Placement by cell class:
Fill, decap, tap and diode cells in gray.
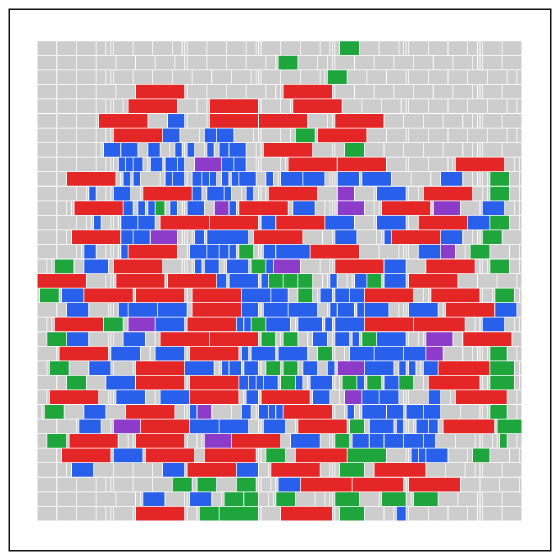
Routed metal per tile:
20 x 20 tiles, from dark blue (low) to red (high), scaled to the fullest tile. Values are wire area over tile area, all layers added.
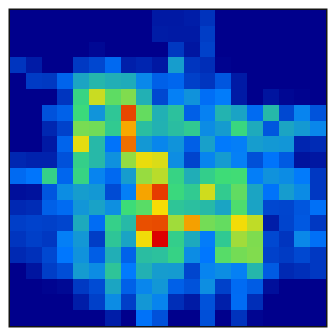
Cell placement:
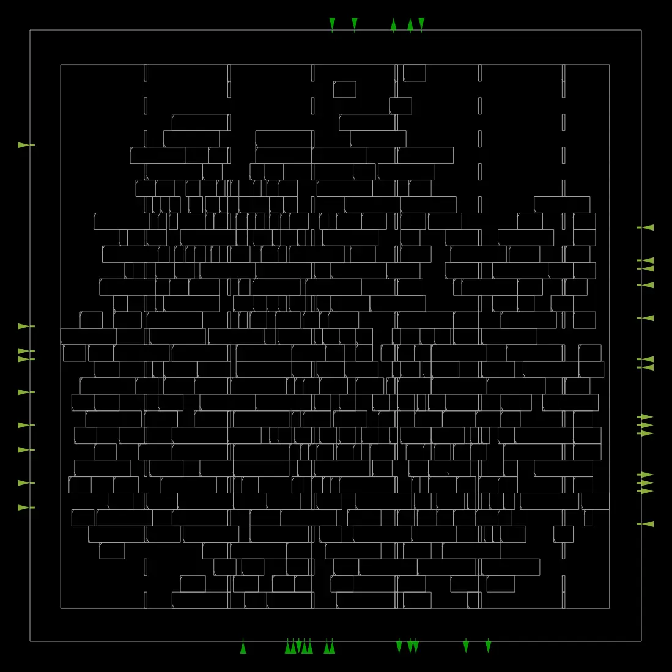
I/O nets highlighted:
Bar = 20 um.
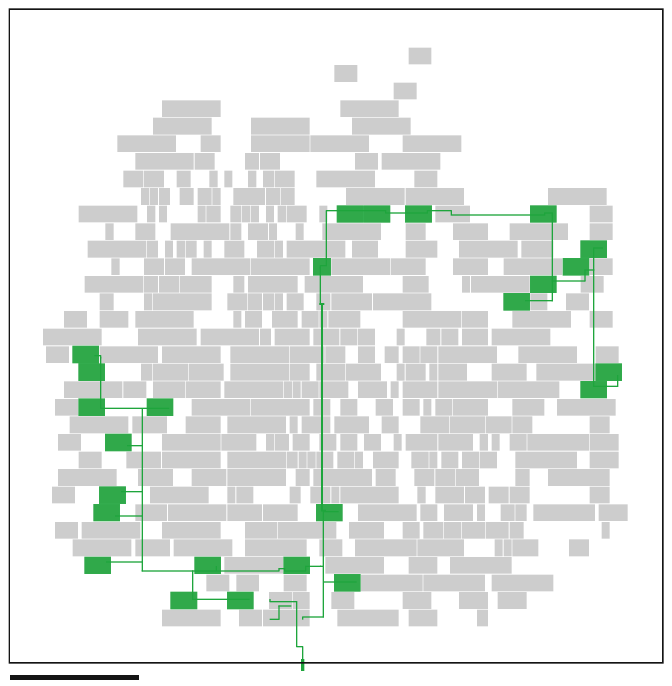
Floorplan with the power grid:
Bar = 20 um. Pins as bars on the die edge. Tap cells in gray.
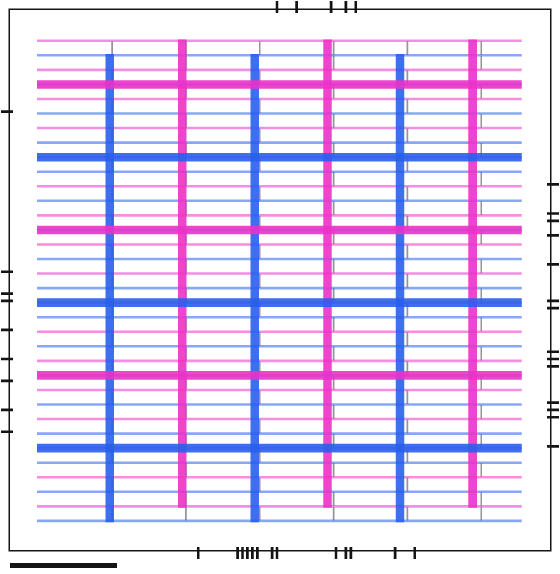
==> config.mk <==
export PLATFORM = sky130hd
export DESIGN_NAME = seg_scan_driver_flat
export DESIGN_NICKNAME = d
export VERILOG_FILES = /design/src/rtl/seg_scan_driver_if.sv /design/src/rtl/seg_scan_driver.sv /design/src/flat_wrapper.sv
export SDC_FILE = /design/constraint.sdc
export NUM_CORES = 1
export LEC_CHECK = 0
export CORE_MARGIN = 5
export CORE_UTILIZATION = 45
export DETAILED_ROUTE_END_ITERATION = 7
export PLACE_DENSITY = 0.78
export RECOVER_POWER = 50
export SYNTH_ARGS = -nofsm -noshare
export SYNTH_HDL_FRONTEND = slang
export SYNTH_SLANG_ARGS = --single-unit
==> constraint.sdc <==
create_clock -name clk -period 2.25 [get_ports clk]
set_input_delay 0.5625 -clock clk [delete_from_list [all_inputs] [get_ports clk]]
set_output_delay 0.5625 -clock clk [all_outputs]
set_load 0.05 [all_outputs]
==> impl_metrics.csv <==
group,metric,value,unit
synth,ys_warn_count,0,
sta,clock_skew,0.01412,ns
cts,clock_sinks,83,
cts,holdBufCountCts,0,
grt,antenna_found_initial,0,
status,status,"finished, violations left",
critical_path,end_kind,"flop",
critical_path,timing.setup.critical_path_class,"reg2reg",
critical_path,crit_slowest_cell,"dfrtp_1",
grt,grt_pass1_vias,2408,
sta,layout_min_cycle_time,2.152,ns
sta,whs,0.3611,ns
cts,clock-root-buffer,"clkbuf_8",
worst_hold_path,hold_path_depth,0,
floorplanning,die-area,10190,sq um
sta,tightest_slew,1.703,ns
critical_path,path_max_fanout,3,
status,violations,"capacitance limit, slew limit",
layout,nets,385,
cts,htreeDepth,3,
synth,synth_cells,286,
cts,clkLatencyLatePin,0.36,ns
placement,dpl_cell_area,4343,sq um
cts,cts_buffers,9,
cts,cts.path.max_buffers,2,
layout,drive_gt1_frac,0.3381,
synth,ys_cells,286,
sta,relSlewSlack,-0.1356,
sta,drv_slew,31,
cts,cts_tree,"yes",
critical_path,r2r_slack,0.1,ns
synth,ys_seq_share,0.5620,
synth,syn_area,3722,sq um
placement,dp_hpwl,5.015,mm
grt,overflow,0,
critical_path,ff2ff_path_depth,10,
placement,gp_congestion,0.8438,
cts,clk_pin_slew,0.09,ns
synth,ys_area,3722,sq um
synth,synth_cell_types,44,
sta,final_hold_viol_count,0,
critical_path,critPathArrivalTime,2.42,ns
synth,postSynth.asyncResetShare,1.000,
grt,grt_pass1_wl,12.08,mm
detailed_routing,drc,0,
flow_run,cap_violations,1,
-- 'placement by cell class' (at the start) --
color	class	cells	share of their area
blue	combinational and other logic	190	36%
green	other buffers and delay cells	63	13%
purple	clock drivers and dummy loads	16	4.2%
red	flops	83	47%
final instance area: 4611 sq um
core area: 8134 sq um
Row Count: 33
post-layout util: 0.5668
flop share of the area: 0.4537

-- 'routed metal per tile' (at the start) --
densest ninth of the die	center
nearly empty tiles	27%
mean over tiles	0.11
tiles over half the peak	9.8%
emptiest ninth of the die	upper right
routed length per instance: 15.61 um
global-route usage over all layers: 0.1533
via count: 2342

-- 'cell placement' (at the start) --
n_taps: 105
Non-Filler Instances: 457
flip-flops: 83
layout filler cell count: 686

-- 'I/O nets highlighted' (at the start) --
color	port	bits	direction	edge	end cells	buffers	wire
green	`bus_load`	1	input	bottom	25	2	289 um
# IOs: 41
IO buf count: 40

-- 'floorplan with the power grid' (at the start) --
color	net
magenta	VDD
blue	VSS
tap cells	105
signal pins	41
peak supply drop: 0.3594 mV
die x size: 101.0 um
die height: 101.0 um

[final cells by class]
| class | instances | area [sq um] |
|---|---|---|
| clock inverter | 6 | 48.80 |
| fill | 686 | 3523 |
| sequential | 83 | 2092 |
| inverter | 11 | 41.29 |
| tap | 105 | 131.4 |
| timing repair buffer | 63 | 603.1 |
| clock buffer | 10 | 137.6 |
| multi-input combinational | 179 | 1556 |
[cells in the mapped netlist, types with 4 or more instances]
master / count / share of area
buf_2: 4 / 0.0054
clkbuf_1: 4 / 0.0040
dfrtp_1: 71 / 0.48
dfstp_2: 12 / 0.085
ha_1: 11 / 0.037
inv_1: 11 / 0.011
mux2_2: 31 / 0.094
mux2_4: 20 / 0.081
nand2_1: 22 / 0.022
nand3_1: 5 / 0.0067
nand4_1: 5 / 0.0084
nor2_1: 18 / 0.018
nor2b_1: 6 / 0.010
xnor2_1: 5 / 0.012
xor2_1: 9 / 0.021
[cells by family (layout without fill, tap and decap cells)]
group	Yosys count	after routing	synth area share
buffers and inverters	24	90	0.02991
flip-flops	83	83	0.5620
multiplexers	53	53	0.1798
adder cells (fa/ha/maj)	11	11	0.03697
XOR/XNOR	14	14	0.03294
AND/OR/NAND/NOR	76	76	0.1082
AND-OR/OR-AND	25	25	0.05008
[metrics by stage]
stage	utilization	setup slack (ns)
3_5_place_dp	0.5339	-0.01202
6_report	0.5668	0.09757
4_1_cts	0.5571	0.00006217
2_1_floorplan	-	0.08187
5_1_grt	0.5668	-0.05699
3_3_place_gp	0.5339	0.1596
[power by group]
group | leakage (uW) | switching, uW | internal (uW)
Clock | 0.0000851 | 545 | 437
Combinational | 0.000946 | 53.6 | 84.9
Sequential | 0.00104 | 24.7 | 1530
[cells in the final DEF, fill, tap and decap left out, types with 4 or more instances in the layout]
cell	Yosys	routed
buf_4	0	21
clkbuf_8	0	10
clkdlybuf4s50_1	0	27
dfrtp_1	71	71
dfstp_2	12	12
dlymetal6s2s_1	0	8
ha_1	11	7
ha_2	0	4
inv_1	11	9
mux2_2	31	31
mux2_4	20	20
nand2_1	22	22
nand3_1	5	5
nand4_1	5	5
nor2_1	18	18
nor2b_1	6	5
xnor2_1	5	5
xor2_1	9	9
[worst max-delay path: cells and delay by family (launching register included)]
| family | cells | cell delay, ns |
|---|---|---|
| compound gates | 3 | 0.47 |
| fa+ha+maj | 2 | 0.41 |
| buf+inv | 2 | 0.20 |
| flops | 1 | 0.41 |
| mux | 1 | 0.28 |
| simple gates | 2 | 0.32 |
[routing by layer]
| metal | GRT usage | up-vias | share of wire |
|---|---|---|---|
| li1 | - | 1121 | - |
| met2 | 0.2446 | 44 | 0.50 |
| met5 | 0 | - | 0 |
| met4 | 0.05930 | 0 | 0.016 |
| met3 | 0.04844 | 11 | 0.045 |
| met1 | 0.1952 | 1166 | 0.44 |
[timing repair]
item,in CTS,in global routing
resized,4,19
pin swaps,1,3
setup endpoints to repair,4,14
setup buffers,0,6
cloned,0,0
No activity file was given, so power comes from the tool's default toggle rates.
